### Placed cells, one colour a class

The bar under the picture is 50 um long. Fill, decap, tap and diode cells in grey.
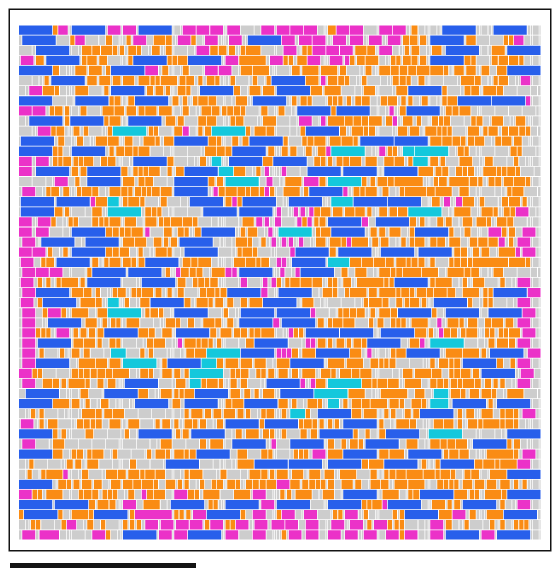
### Sequential cells grouped by signal name

The bar under the picture is 50 um long. Other sequential cells in the stronger grey, the rest of the logic in the fainter grey.
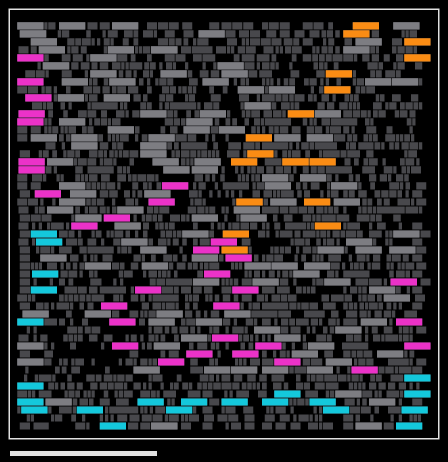
### Wiring by layer

The bar under the picture is 50 um long. Only two layers are drawn.
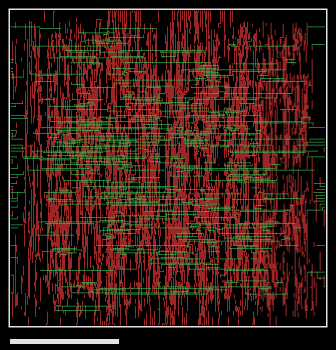
### Cell density map

15 x 15 tiles, from black (low) to pale yellow (high), 0 to 100% covered.
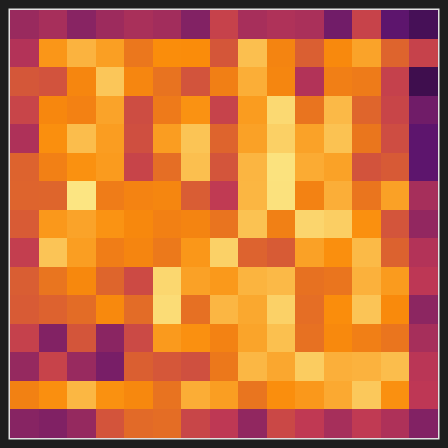
## src/rtl/dca_matrix_lsu_areq_gen.sv

```systemverilog
// Multi-row AXI address-request generator for the DCA matrix LSU: walks a strided matrix and
// emits one INCR burst request per chunk. Define DCA_LSU_AREQ_BOUNDARY_SPLIT_EN to split bursts at 4 KB.
module dca_matrix_lsu_areq_gen #(
   parameter int BW_ADDR         = 32,
   parameter int BW_DATA         = 32,
   parameter int BW_STRIDE       = 24,
   parameter int BW_NUM          = 16,
   parameter int MAX_BURST_LEN   = 16,
   parameter int MAX_OUTSTANDING = 4,
   localparam int BW_OUT         = $clog2(MAX_OUTSTANDING + 1)
) (
   input  logic                 clk,
   input  logic                 rstnn,
   input  logic                 inst_valid,
   output logic                 inst_ready,
   input  logic                 inst_is_write,
   input  logic [BW_ADDR-1:0]   inst_addr,
   input  logic [BW_STRIDE-1:0] inst_stride,
   input  logic [BW_NUM-1:0]    inst_num_row_m1,
   input  logic [BW_NUM-1:0]    inst_row_beats_m1,
   output logic                 req_valid,
   input  logic                 req_ready,
   output logic                 req_is_write,
   output logic [BW_ADDR-1:0]   req_addr,
   output logic [7:0]           req_len,
   output logic [2:0]           req_size,
   output logic [1:0]           req_burst,
   output logic                 req_last,
   input  logic                 rsp_done,
   output logic                 busy,
   output logic                 done,
   output logic [BW_OUT-1:0]    outstanding,
   output logic                 err_underflow
);
   localparam int BYTES    = BW_DATA / 8;
   localparam int SIZE     = $clog2(BYTES);
   localparam int BW_BEATS = BW_NUM + 1;
   localparam logic [BW_ADDR-1:0]  ADDR_MASK = ~(BW_ADDR'(BYTES - 1));
   localparam logic [BW_BEATS-1:0] MAX_BL    = BW_BEATS'(MAX_BURST_LEN);
   localparam logic [BW_OUT-1:0]   OUT_MAX   = BW_OUT'(MAX_OUTSTANDING);

   typedef enum logic [1:0] {IDLE, GEN, DRAIN} state_t;
   state_t state, state_next;

   logic                 is_write_reg;
   logic [BW_ADDR-1:0]   stride_reg;
   logic [BW_ADDR-1:0]   row_addr_reg;
   logic [BW_ADDR-1:0]   cur_addr_reg;
   logic [BW_NUM-1:0]    rows_left_reg;
   logic [BW_BEATS-1:0]  beats_left_reg;
   logic [BW_BEATS-1:0]  row_beats_reg;

   logic                 accept;
   logic                 hs;
   logic                 load_req;
   logic                 rsp_dec;
   logic [BW_ADDR-1:0]   src_addr;
   logic [BW_BEATS-1:0]  src_beats;
   logic                 src_last;
   logic [BW_BEATS-1:0]  burst_beats;
   logic                 burst_last;
   logic [BW_BEATS-1:0]  sent_beats;
   logic [BW_BEATS-1:0]  beats_after;
   logic [BW_ADDR-1:0]   next_row_addr;

   assign accept    = inst_valid & inst_ready;
   assign hs        = req_valid & req_ready;
   assign rsp_dec   = rsp_done & (outstanding != '0);
   assign req_size  = 3'(SIZE);
   assign req_burst = 2'b01;

   // On accept the first burst is computed straight from the instruction so it is valid next cycle.
   assign src_addr  = accept ? (inst_addr & ADDR_MASK) : cur_addr_reg;
   assign src_beats = accept ? (BW_BEATS'(inst_row_beats_m1) + BW_BEATS'(1)) : beats_left_reg;
   assign src_last  = accept ? (inst_num_row_m1 == '0) : (rows_left_reg == '0);

`ifdef DCA_LSU_AREQ_BOUNDARY_SPLIT_EN
   logic [12:0] page_room;
   always_comb begin
      page_room   = (13'd4096 - {1'b0, src_addr[11:0]}) >> SIZE;
      burst_beats = (src_beats > MAX_BL) ? MAX_BL : src_beats;
      if (BW_BEATS'(page_room) < burst_beats)
         burst_beats = BW_BEATS'(page_room);
   end
`else
   always_comb begin
      burst_beats = (src_beats > MAX_BL) ? MAX_BL : src_beats;
   end
`endif

   assign burst_last    = src_last & (burst_beats == src_beats);
   assign load_req      = accept | ((state == GEN) & ~req_valid & (outstanding != OUT_MAX));
   assign sent_beats    = BW_BEATS'(req_len) + BW_BEATS'(1);
   assign beats_after   = beats_left_reg - sent_beats;
   assign next_row_addr = row_addr_reg + stride_reg;

   always_ff @(posedge clk or negedge rstnn) begin
      if (!rstnn) state <= IDLE;
      else        state <= state_next;
   end

   always_comb begin
      state_next = state;
      inst_ready = 1'b0;
      busy       = 1'b0;
      done       = 1'b0;
      case (state)
         IDLE: begin
            inst_ready = 1'b1;
            if (inst_valid) state_next = GEN;
         end
         GEN: begin
            busy = 1'b1;
            if (hs && req_last) state_next = DRAIN;
         end
         DRAIN: begin
            busy = 1'b1;
            if (outstanding == '0) begin
               done       = 1'b1;
               inst_ready = 1'b1;
               state_next = inst_valid ? GEN : IDLE;
            end
         end
         default: state_next = IDLE;
      endcase
   end

   always_ff @(posedge clk or negedge rstnn) begin
      if (!rstnn) begin
         is_write_reg   <= 1'b0;
         stride_reg     <= '0;
         row_addr_reg   <= '0;
         cur_addr_reg   <= '0;
         rows_left_reg  <= '0;
         beats_left_reg <= '0;
         row_beats_reg  <= '0;
      end else if (accept) begin
         is_write_reg   <= inst_is_write;
         stride_reg     <= BW_ADDR'(inst_stride) & ADDR_MASK;
         row_addr_reg   <= src_addr;
         cur_addr_reg   <= src_addr;
         rows_left_reg  <= inst_num_row_m1;
         beats_left_reg <= src_beats;
         row_beats_reg  <= src_beats;
      end else if (hs) begin
         if (beats_after == '0) begin
            if (rows_left_reg != '0) begin
               row_addr_reg   <= next_row_addr;
               cur_addr_reg   <= next_row_addr;
               beats_left_reg <= row_beats_reg;
               rows_left_reg  <= rows_left_reg - 1'b1;
            end
         end else begin
            cur_addr_reg   <= cur_addr_reg + (BW_ADDR'(sent_beats) << SIZE);
            beats_left_reg <= beats_after;
         end
      end
   end

   always_ff @(posedge clk or negedge rstnn) begin
      if (!rstnn) begin
         req_valid    <= 1'b0;
         req_is_write <= 1'b0;
         req_addr     <= '0;
         req_len      <= '0;
         req_last     <= 1'b0;
      end else if (load_req) begin
         req_valid    <= 1'b1;
         req_is_write <= accept ? inst_is_write : is_write_reg;
         req_addr     <= src_addr;
         req_len      <= 8'(burst_beats - BW_BEATS'(1));
         req_last     <= burst_last;
      end else if (hs) begin
         req_valid <= 1'b0;
         req_last  <= 1'b0;
      end
   end

   always_ff @(posedge clk or negedge rstnn) begin
      if (!rstnn) begin
         outstanding   <= '0;
         err_underflow <= 1'b0;
      end else begin
         if (hs && !rsp_dec)      outstanding <= outstanding + 1'b1;
         else if (!hs && rsp_dec) outstanding <= outstanding - 1'b1;
         if (rsp_done && outstanding == '0) err_underflow <= 1'b1;
      end
   end
endmodule
```

## config.mk

```make
export PLATFORM = sky130hd
export DESIGN_NAME = dca_matrix_lsu_areq_gen
export DESIGN_NICKNAME = d
export VERILOG_FILES = /design/src/rtl/dca_matrix_lsu_areq_gen.sv
export SDC_FILE = /design/constraint.sdc
export NUM_CORES = 1
export LEC_CHECK = 0
export CORE_MARGIN = 2
export CORE_UTILIZATION = 60
export CTS_CLUSTER_DIAMETER = 150
export DETAILED_ROUTE_END_ITERATION = 6
export GPL_TIMING_DRIVEN = 0
export PLACE_DENSITY_LB_ADDON = 0.08
export SLEW_MARGIN = 10
export SYNTH_ARGS = -nofsm -noshare
export SYNTH_HDL_FRONTEND = slang
export SYNTH_SLANG_ARGS = --single-unit
```

## constraint.sdc

```tcl
create_clock -name clk -period 6.75 [get_ports clk]
set_clock_uncertainty 0.05 [all_clocks]
set_input_delay 0.675 -clock clk [delete_from_list [all_inputs] [get_ports clk]]
set_output_delay 0.675 -clock clk [all_outputs]
set_load 0.02 [all_outputs]
```

==> impl_metrics.yaml <==
# generated from flow reports
sta:
  slew_violations: 0
  headroom_to_the_max_slew_limit_pct: 9.18
  fmax_mhz: 165
  final_period_minus_worst_setup_slack_ps: 6070
  worst_pin_slew_ps: 1350
  postLayoutSetupSlackWorst_ps: 681
  hold-worst-slack_ps: 131
  fin_tns_setup_ps: 0
  finalSetupViolations: 0
  timing_hold_violations_final: 0
  min_period_over_period_pct: 89.9
  unrepaired_setup_endpoints_after_global_routing: "false"
finish:
  num_antenna_cells: 0
  share_of_layout_cells_above_drive_strength_1_pct: 4.78
  mostFrequentLayoutCells: "nand2_1, dfrtp_1, clkdlybuf4s50_1"
  nets: 1744
  area_growth_pct: 19.5
  final_layout_top_logic_cell: "nand2_1"
  instances_no_fill: 1875
place:
  dpl-instance-area_um2: 13800
  detailedPlace.worstSlack_ps: 1030
  placed_cells_incl_taps: 1843
  place.gp.congestion: 1.00
  detailed_place_hpwl_um: 30800
  placement.io_buffers: 138
die:
  die-height_um: 146
  die-width_um: 146
  io-pin-count: 149
  design.die.area_um2: 21200
synth:
  post-synth-top-count-cell: "nand2_1"
  synthAoiAreaFrac_pct: 22.1
  xor_and_xnor_area_share_after_synthesis_pct: 5.47
  syn-instance-count: 1436
  yosys_register_bits: 186
  topCellsByArea: "dfrtp_1, nand2_1, ha_1"
  synth.avg_cell_area_um2: 8.37
  post_synth_fa_ha_maj_area_fraction_pct: 5.77
  syn-cell-area_um2: 12000
  muxShareOfSynthArea_pct: 2.13
  post_synth_num_cell_types: 77
  number_of_enable_flip_flop_cells: 0
  main_flop_type_after_synthesis: "dfrtp_1"
  synthSimpleGateAreaFrac_pct: 21.8
  logic_family: "AND-OR/OR-AND gates"
  postSynth.asyncResetShare_pct: 100
  ys_area_um2: 12000
  top_area_contributor_share_pct: 38.7
  synth_sequential_area_ratio_pct: 38.7
  post-synth-top-area-cell: "dfrtp_1"
  ys_top_cells_by_count: "nand2_1, dfrtp_1, nor2_1"
  synth.yosys.warnings: 0
  ys_cells: 1436
detailed_routing:
  dr.pass1.iters: 7
  drt-vias-per-instance: 6.64
  drc: 15
  first_iter_violations: 1752
  route.antenna.remaining_nets: 0
cts:
  cts_tree: "yes"
  clock_latency_ps: 460
  clockBufferDepth: 2
  htree_levels: 4
  postCtsSetupBuffers: 0
  postCtsHoldBufs: 0
  cts_root_cell: "clkbuf_16"
  cts_made_buffers: 17
  resized_after_cts: 0
  cts_sinks: 186
  clkSlewWorstSetupHoldPaths_ps: 80
critical_path:
  timing.critical_path.to: "rows_left_reg[12]"
  worst_r2r_endpoint: "rows_left_reg[12]"
  end_kind: "register"
  family_with_the_most_delay_on_the_worst_path: "AND-OR/OR-AND gates"
  path_buffers: 3
  timing.critical_path.fanout_max: 10
  setup_slack_of_the_worst_register_to_register_path_ps: 680
  timing.critical_path.from_type: "register"
  cp.required_ps: 7000
  timing.reg2reg.worst_path_depth: 16
  timing.critical_path.slowest_cell_delay_ps: 890
  crit_arrival_ps: 6320
  worstPathCellList: "ha_1 -> nand3_1 -> nor2_1 -> xor2_1 -> inv_1 -> ha_1 -> buf_2 -> a211oi_1 -> nand2_1 -> o32ai_1 -> nand2_1 -> xnor2_1 -> nor4_4 -> a31oi_2 -> clkbuf_1 -> o22ai_1"
  reg2reg_from: "req_len[1]"
  worst_path_max_delay_cell: "clkbuf_1"
  setup.worst_path.start: "req_len[1]"
  worst-path-stages: 16
  timing.setup.critical_path_class: "reg -> reg"
outcome:
  failing_checks: "DRC"
  run_status: "finished with violations"
pwr:
  total_power_w: 0.00762
  netSwitchingFraction_pct: 50.0
  total_switching_power_w: 0.00381
  max-vdd-ir-drop_mv: 0.331
  power.share.sequential_pct: 27.3
  largestPowerGroup: "combinational cells"
  internal_power_w: 0.00381
  static-leakage-power_nw: 6.22
  power_frac_clock_pct: 13.5
  comb_power_share_pct: 59.1
  pwr.group.clock_w: 0.00103
  p_per_area_nw_per_um2: 530
  logic_power_comb_w: 0.00450
grt:
  first_global_vias: 11500
  gr-total-overflow: 0
  antenna_violations_before_repair: 0
  grt_max_degree: 110
  grt_pass1_wl_um: 65000
hold_path:
  min_path_type: "in -> async"
run:
  warnings: 35
  cap_violations: 0
About 'Placed cells, one colour a class':
class	colour	cells	share of their area
clock drivers and dummy loads	cyan	32	4.2%
remaining logic cells	orange	1178	50%
remaining buffers and delay cells	magenta	214	12%
registers	blue	186	33%
finished layout cell area: 14400 um^2
Placeable Area: 19500 um^2
Core Rows: 51
post-route core utilization: 73.5%
fraction of area in registers: 32.4%

About 'Sequential cells grouped by signal name':
netlist name	colour	flops
row_beats_reg	orange	17
req_addr	magenta	32
stride_reg	cyan	22
not coloured	115
flip-flop and latch area: 4650 um^2
sequential group power: 0.00208 W

About 'Wiring by layer':
layer	colour	wire length
M2	red	18700 um
M3	green	5440 um
total via count after detailed routing: 12.4k
average wire per cell in the routed design: 22.7 um
final WL: 42600 um
global-route total usage across every layer: 39.4%

About 'Cell density map':
fullest tile	94%
tiles over 75% full	36%
mean over tiles	66%
core utilization before placement: 61.5%

## per-layer routing
| layer | GRT usage, % | part of all wire, % | vias to the layer above |
|---|---|---|---|
| met1 | 54.6 | 39 | 5885 |
| li1 | - | - | 5460 |
| met2 | 60.3 | 44 | 929 |
| met4 | 16.1 | 4.8 | 0 |
| met3 | 8.93 | 13 | 170 |
| met5 | 0 | 0 | - |
## final cells by class
type / instances / area [um^2]
clock buffer: 18 / 439
tap: 265 / 332
clock inverter: 14 / 151
buffer: 75 / 324
sequential: 186 / 4650
timing repair buffer: 139 / 1410
multi-input combinational: 1139 / 6900
fill: 1572 / 5160
inverter: 39 / 146
Power figures rest on the tool's default switching activity, not on a simulated workload.
